$ cat src/rtl/ahb_interconnect.sv
// Single-master AHB-Lite interconnect: address decode, slave select and response mux,
// with a built-in ERROR default slave, a wait-state watchdog and sticky error capture.
module ahb_interconnect #(
  parameter int                 NSLV    = 7,
  parameter logic [NSLV*32-1:0] BASE    = {NSLV{32'h0}},
  parameter logic [NSLV*32-1:0] MASK    = {NSLV{32'hFFFFF000}},
  parameter int                 TIMEOUT = 64
) (
  input  logic              HCLK_I,
  input  logic              RESET_I,
  input  logic [31:0]       M_HADDR_I,
  input  logic [1:0]        M_HTRANS_I,
  output logic              M_HREADY_O,
  output logic              M_HRESP_O,
  output logic [31:0]       M_HRDATA_O,
  output logic [NSLV-1:0]   S_HSEL_O,
  input  logic [NSLV-1:0]   S_HREADY_I,
  input  logic [NSLV-1:0]   S_HRESP_I,
  input  logic [NSLV*32-1:0] S_HRDATA_I,
  output logic              ERR_VALID_O,
  output logic              ERR_TIMEOUT_O,
  output logic [31:0]       ERR_ADDR_O,
  input  logic              ERR_CLR_I
);

  localparam int          IW    = (NSLV > 1) ? $clog2(NSLV) : 1;
  localparam bit          WD_EN = (TIMEOUT != 0);
  localparam logic [15:0] TO    = 16'(TIMEOUT);

  typedef enum logic [1:0] {ST_IDLE, ST_SLV, ST_ERR1, ST_ERR2} state_t;

  state_t          state_reg, state_next;
  logic [IW-1:0]   sel_reg, sel_next;
  logic [31:0]     addr_reg, addr_next;
  logic [15:0]     cnt_reg, cnt_next;
  logic            err_valid_reg, err_timeout_reg;
  logic [31:0]     err_addr_reg;

  logic [NSLV-1:0] match;
  logic [NSLV-1:0] win;
  logic            hit;
  logic [IW-1:0]   win_idx;
  logic            accept;
  logic            capture, cap_timeout;
  logic [31:0]     cap_addr;
  logic            sel_ready, sel_resp;
  logic [31:0]     sel_rdata;

  // Lowest-index match has priority when address windows overlap.
  for (genvar gi = 0; gi < NSLV; gi++) begin : g_dec
    assign match[gi] = ((M_HADDR_I & MASK[32*gi +: 32]) == BASE[32*gi +: 32]);
    if (gi == 0) begin : g_first
      assign win[gi] = match[gi];
    end else begin : g_rest
      assign win[gi] = match[gi] & ~(|match[gi-1:0]);
    end
  end

  assign hit      = |match;
  assign S_HSEL_O = win & {NSLV{M_HTRANS_I[1]}};

  always_comb begin
    win_idx = '0;
    for (int i = NSLV - 1; i >= 0; i--) begin
      if (match[i]) win_idx = IW'(i);
    end
  end

  always_comb begin
    sel_ready = 1'b1;
    sel_resp  = 1'b0;
    sel_rdata = '0;
    for (int i = 0; i < NSLV; i++) begin
      if (sel_reg == IW'(i)) begin
        sel_ready = S_HREADY_I[i];
        sel_resp  = S_HRESP_I[i];
        sel_rdata = S_HRDATA_I[32*i +: 32];
      end
    end
  end

  assign accept = M_HREADY_O & M_HTRANS_I[1];

  always_comb begin
    state_next  = state_reg;
    sel_next    = sel_reg;
    addr_next   = addr_reg;
    cnt_next    = cnt_reg;
    capture     = 1'b0;
    cap_timeout = 1'b0;
    cap_addr    = addr_reg;
    M_HREADY_O  = 1'b1;
    M_HRESP_O   = 1'b0;
    M_HRDATA_O  = '0;
    case (state_reg)
      ST_SLV: begin
        M_HREADY_O = sel_ready;
        M_HRESP_O  = sel_resp;
        M_HRDATA_O = sel_rdata;
        if (!sel_ready) begin
          cnt_next = cnt_reg + 16'd1;
          // Abort takes effect on the edge the count reaches the limit.
          if (WD_EN && (cnt_next == TO)) begin
            state_next  = ST_ERR1;
            capture     = 1'b1;
            cap_timeout = 1'b1;
          end
        end else begin
          cnt_next = '0;
        end
      end
      ST_ERR1: begin
        M_HREADY_O = 1'b0;
        M_HRESP_O  = 1'b1;
        state_next = ST_ERR2;
      end
      ST_ERR2: begin
        M_HRESP_O = 1'b1;
      end
      default: ;
    endcase
    if (M_HREADY_O) begin
      if (accept && hit) begin
        state_next = ST_SLV;
        sel_next   = win_idx;
        addr_next  = M_HADDR_I;
        cnt_next   = '0;
      end else if (accept) begin
        state_next  = ST_ERR1;
        addr_next   = M_HADDR_I;
        capture     = 1'b1;
        cap_timeout = 1'b0;
        cap_addr    = M_HADDR_I;
      end else begin
        state_next = ST_IDLE;
      end
    end
  end

  always_ff @(posedge HCLK_I or posedge RESET_I) begin
    if (RESET_I) begin
      state_reg       <= ST_IDLE;
      sel_reg         <= '0;
      addr_reg        <= '0;
      cnt_reg         <= '0;
      err_valid_reg   <= 1'b0;
      err_timeout_reg <= 1'b0;
      err_addr_reg    <= '0;
    end else begin
      state_reg <= state_next;
      sel_reg   <= sel_next;
      addr_reg  <= addr_next;
      cnt_reg   <= cnt_next;
      if (capture) begin
        err_valid_reg   <= 1'b1;
        err_timeout_reg <= cap_timeout;
        err_addr_reg    <= cap_addr;
      end else if (ERR_CLR_I) begin
        err_valid_reg <= 1'b0;
      end
    end
  end

  assign ERR_VALID_O   = err_valid_reg;
  assign ERR_TIMEOUT_O = err_timeout_reg;
  assign ERR_ADDR_O    = err_addr_reg;

endmodule

$ cat config.mk
export PLATFORM = sky130hd
export DESIGN_NAME = ahb_interconnect
export DESIGN_NICKNAME = d
export VERILOG_FILES = /design/src/rtl/ahb_interconnect.sv
export SDC_FILE = /design/constraint.sdc
export NUM_CORES = 1
export LEC_CHECK = 0
export CORE_AREA = 2 2 137 139
export DETAILED_ROUTE_END_ITERATION = 7
export DIE_AREA = 0 0 139 141
export PLACE_DENSITY_LB_ADDON = 0.3
export SYNTH_ARGS = -nofsm -noshare
export SYNTH_HDL_FRONTEND = slang
export SYNTH_SLANG_ARGS = --single-unit
$ cat constraint.sdc
create_clock -name HCLK_I -period 5.76 [get_ports HCLK_I]
set_input_delay 1.152 -clock HCLK_I [delete_from_list [all_inputs] [get_ports HCLK_I]]
set_output_delay 1.152 -clock HCLK_I [all_outputs]
set_load 0.05 [all_outputs]
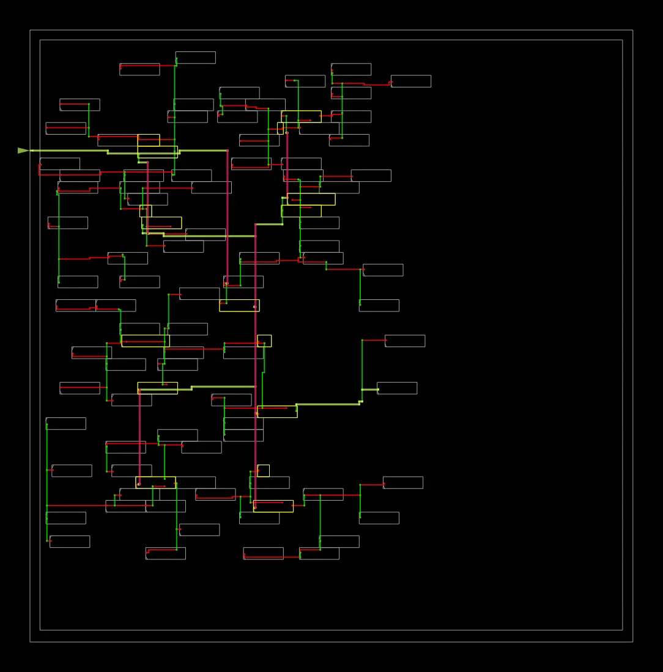
run_1/clock_nets.png
number of clock buffer instances in the layout: 11
clock group power: 0.000637 W

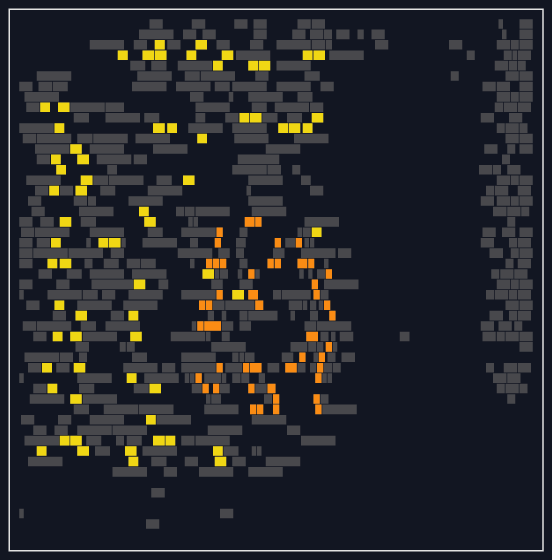
run_1/gates.png
- aoi and oai cells: orange (cells 47; most used a21oi_1; where centre)
- non-inverting ao/oa cells: yellow (cells 67)
multi-input gate share of total cell area: 32.2%
most numerous logic cell after layout: sky130_fd_sc_hd__clkdlybuf4s50_1
final std cells w/o fill: 756

==> results.txt, run 1 <==
The synthesis and place-and-route flow finished, so here is a summary.

The worst hold path class is flop to flop. The post-synthesis share of cell area spent on and-or and or-and gates is 19.0%. The synthesis-stage register bit count came out at 84. After the last flow step, the layout net total stands at 794. The count of clock tree sinks came out at 84. The post-detailed-placement cell area is 0.00581 mm².

TritonCTS built the clock tree. The post-CTS setup buffer count is 0. The yosys stat cell total came out at 391. The final report gives the core utilization as 33.6%. The biggest area contributor in the post-synthesis netlist is sky130_fd_sc_hd__dfrtp_1. The flow ran to the end, and the final reports show no timing, DRC or antenna violations. Along the worst path, the maximum fanout reaches 17. The cell area after layout is 0.00614 mm². Gates resized during post-CTS repair numbered 0.

According to the timing report, the critical path is captured at M_HREADY_O. Routability-driven placement finished with a final weighted congestion of 0.891. The per-cell via count in the routed design is 4.71. The top cell type's share of synthesized area came out at 49.3%. The number of global-route vias before repair is 3,701. The number of violations of the max-capacitance limit is 0.
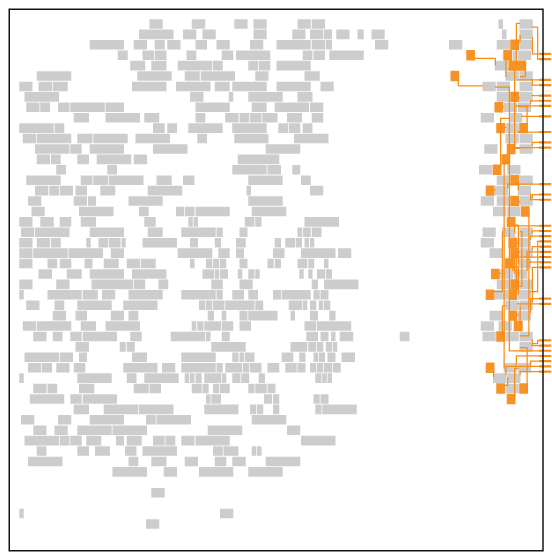
run_1/port_trees.png
- `M_HRDATA_O`: orange (direction output; edge east; end cells 32; buffers 32; wire 559 µm)
number of port buffers: 138
Top-Level Pins: 350

==> run 1: placed cells by master, fill, tap and decap left out, types with 4 or more instances in the layout <==
cell type,count
sky130_fd_sc_hd__dfrtp_1,84
sky130_fd_sc_hd__nor3_1,4
sky130_fd_sc_hd__or3_1,5
sky130_fd_sc_hd__clkdlybuf4s50_1,138
sky130_fd_sc_hd__a21oi_1,22
sky130_fd_sc_hd__nor2_1,20
sky130_fd_sc_hd__nand2_1,10
sky130_fd_sc_hd__buf_4,6
sky130_fd_sc_hd__nor4_1,8
sky130_fd_sc_hd__o22a_1,32
sky130_fd_sc_hd__nand3_1,4
sky130_fd_sc_hd__o21ai_0,16
sky130_fd_sc_hd__mux2_2,32
sky130_fd_sc_hd__clkbuf_16,9
sky130_fd_sc_hd__o21a_1,32
sky130_fd_sc_hd__nand4b_1,5
sky130_fd_sc_hd__conb_1,6
sky130_fd_sc_hd__and2_1,34
==> run 1: cell type report <==
class	instances	area, µm²
timing repair buffer	144	1430
fill	1851	12100
clock buffer	11	243
sequential	84	2100
tap	234	293
clock inverter	5	83.8
inverter	4	16.3
multi-input combinational	274	1970
==> run 1: power breakdown <==
| part | internal [W] | switching, W |
|---|---|---|
| logic | 0.000621 | 0.000997 |
| clock network | 0.000394 | 0.000243 |
| registers | 0.000840 | 0.000149 |
| total | 0.00186 | 0.00139 |
==> run 1: routing by layer <==
metal	share of wire [%]	vias up	GRT usage, %	routed length (µm)
met1	43	1722	14.6	5080
li1	-	1666	-	-
met3	7.0	18	3.23	836
met2	49	152	21.5	5810
met4	1.5	0	4.20	184
met5	0	-	0	0
==> run 1: critical path: cells and delay by family <==
family                 cells  cell delay, ns
AOI/OAI and AO/OA          1            0.26
buffers and inverters      2            1.76
and+or+nand+nor            1            0.34
## Run 2: what changed since run 1
CORE_AREA = 2 2 138 140   (was 2 2 137 139)
DIE_AREA = 0 0 140 142   (was 0 0 139 141)
clock period = 4.25 ns   (was 5.76 ns; I/O delays follow)
==> run 2 against run 1 <==
The flow now finishes with violations (DRC); routed wire length decreased by 1.5%; final area is 0.55% higher; setup slack worse by 0.20 ns; critical path type is now flop to flop.
==> results.txt, run 2 <==
The synthesis and place-and-route flow finished, so here is a summary.

Outcome: complete, but fails checks (was finished clean). The final reports fail on DRC. The final-stage net count is 796 (was 794). The yosys stat cell total came out at 391 (unchanged). The width of the die is 140 µm (was 139 µm).

The top fanout value on the critical path is 34 (was 17). The cell-internal power is 0.00257 W (was 0.00186 W). The top cell type's share of synthesized area is 49.3% (unchanged). The worst hold path class was flop to flop (unchanged). The total die size came to 0.0199 mm² (was 0.0196 mm²). The simple-gate share of the synthesized area came out at 17.3% (unchanged). The number of remaining DRC errors is 17 (was 0). The dominant kind of combinational cell is AND-OR/OR-AND gates (unchanged). The post-synthesis share of cell area spent on and-or and or-and gates came out at 19.0% (unchanged). The portion of total power attributed to combinational logic is 49.1% (was 49.9%). The primary flip-flop cell chosen by synthesis mapping was sky130_fd_sc_hd__dfrtp_1 (unchanged). The async set-or-reset flop fraction in the synthesized netlist came to 100% (unchanged). The count of clock tree sinks is 84 (unchanged). The post-CTS setup buffer count is 0 (unchanged). The cell accounting for the most synthesized area was sky130_fd_sc_hd__dfrtp_1 (unchanged).

The shortest clock period the worst path allows after layout came out at 3.36 ns. The most numerous logic cell after layout is sky130_fd_sc_hd__clkdlybuf4s50_1 (unchanged). The adder-cell share of the synthesized area is 0.587% (unchanged).

The critical path buffer and inverter count is 1 (was 2). The I/O pin total is 350 (unchanged). The filler cell count in the final layout came to 1,839 (was 1,851). The per-cell via count in the routed design is 4.68 (was 4.71). The synthesis-stage register bit count is 84 (unchanged). The detailed-routing iteration count for the pre-antenna-repair pass is 7 (was 4).

The number of global-route vias before repair is 3,683 (was 3,701). The number of resized instances in the post-cts repair step came out at 0 (unchanged). The number of buffer cells added on primary ports was 138 (unchanged). The net switching power figure is 0.00187 W (was 0.00139 W). The CTS tree was done (unchanged).

The routability congestion estimate is 0.799 (was 0.891). The clock latency on the worst-skew pair was 0.34 ns (about the same). The switching portion of total power came out at 42.2% (was 42.8%). The share of power burned in registers is 30.1% (was 30.5%).

The number of violations of the max-capacitance limit came out at 0 (unchanged). The largest delay contributor family on the critical path is simple AND/OR/NAND/NOR gates (was buffers and inverters). The share of power burned in the clock network came out at 20.8% (was 19.6%).

The final standard cell utilization of the core is 33.4% (was 33.6%). Most instantiated logic cells after routing: 136 x sky130_fd_sc_hd__clkdlybuf4s50_1, 84 x sky130_fd_sc_hd__dfrtp_1, 34 x sky130_fd_sc_hd__and2_1 (was 138 x sky130_fd_sc_hd__clkdlybuf4s50_1, 84 x sky130_fd_sc_hd__dfrtp_1, 34 x sky130_fd_sc_hd__and2_1). The number of DRC violations after detailed-routing iteration 0 came to 176 (was 100).
==> run 2: final cells by class <==
class / count / area [µm²] / share of cell area, %
Sequential cell: 84 / 2100 / 34.1
Clock inverter: 5 / 108 / 1.74
Timing Repair Buffer: 146 / 1440 / 23.3
Clock buffer: 11 / 243 / 3.93
Tap cell: 234 / 293 / 4.74
Multi-Input combinational cell: 274 / 1970 / 32.0
Inverter: 4 / 16.3 / 0.264
==> run 2: power groups by stage <==
stage                     combinational (W)  clock (W)  sequential [W]
after CTS                           0.00221   0.000952         0.00134
after detailed placement            0.00221          0         0.00135
after global placement              0.00218          0         0.00134
final                               0.00218   0.000926         0.00134
after global routing                0.00231   0.000980         0.00138
after floorplan                    0.000993          0         0.00184
==> run 2: per-stage QoR <==
stage                     instance area, µm²  hold WS [ns]  instances
after floorplan                         4280         0.480        396
after global placement                  5820         0.477        742
after detailed placement                5820         0.479        742
after CTS                               6170         0.493        758
after global routing                    6170         0.505        758
final                                   6170         0.487        758
==> run 2: metal layers <==
layer | global-route usage [%] | part of all wire, % | vias up
met5 | 0 | 0.11 | -
met4 | 4.52 | 1.6 | 2
met3 | 4.48 | 10 | 16
met2 | 20.6 | 47 | 158
met1 | 14.0 | 41 | 1700
li1 | - | - | 1673
==> run 2: path summary, 6_finish.rpt <==
| check | from | endpoint | cells past startpoint |
|---|---|---|---|
| max | cnt_reg[0] | ERR_ADDR_O[30] | 9 |
| min | ERR_ADDR_O[5] | ERR_ADDR_O[5] | 1 |
| max reg2reg | cnt_reg[0] | ERR_ADDR_O[30] | 9 |
| min reg2reg | ERR_ADDR_O[5] | ERR_ADDR_O[5] | 1 |
| max in group asynchronous | RESET_I | addr_reg[28] | 3 |
| min in group asynchronous | RESET_I | cnt_reg[5] | 2 |
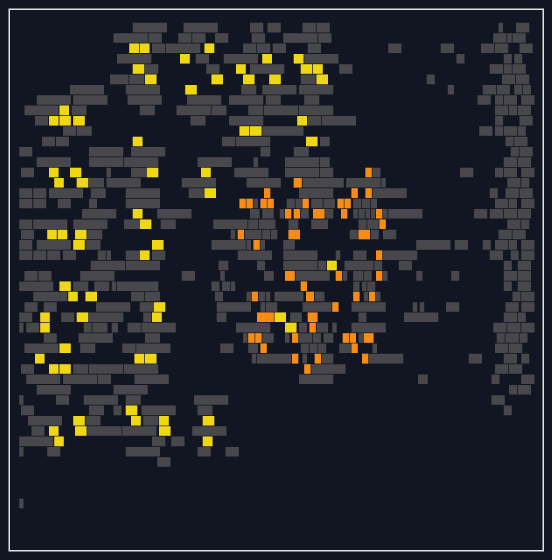
run_2/gates.png
- aoi and oai cells: orange (cells 47; most used a21oi_1; where centre)
- non-inverting ao/oa cells: yellow (cells 67)
multi-input gate share of total cell area: 32.0%
final std cells w/o fill: 758

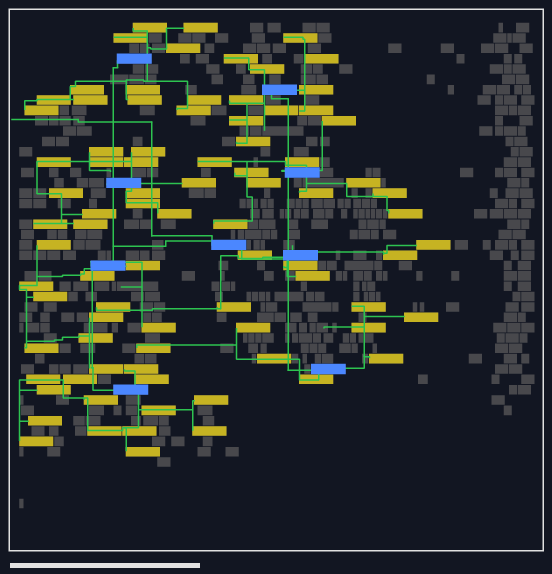
run_2/clock_wires.png
Bar = 50 µm.
- flip-flops: yellow (count 84)
- clock-net drivers: blue (count 9)
- clock wires: green (length 1,220 µm)
- routed clock nets: 10
Clock Skews: 0.00393 ns
clock group power: 0.000926 W

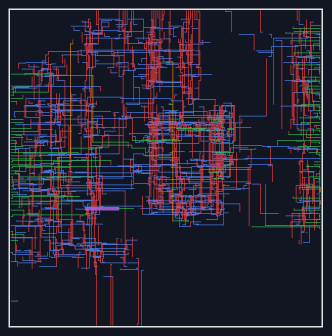
run_2/layers.png
- M1: blue (wire length 4,770 µm)
- M3: green (wire length 1,200 µm)
- M2: red (wire length 5,560 µm)
- M5: purple (wire length 13.8 µm)
- M4: orange (wire length 185 µm)
aggregate routed wire length: 11.7 mm
overall routing resource usage: 12.1%
routed len/inst: 15.5 µm
via count: 3,549

Power and IR drop assume default switching activity.
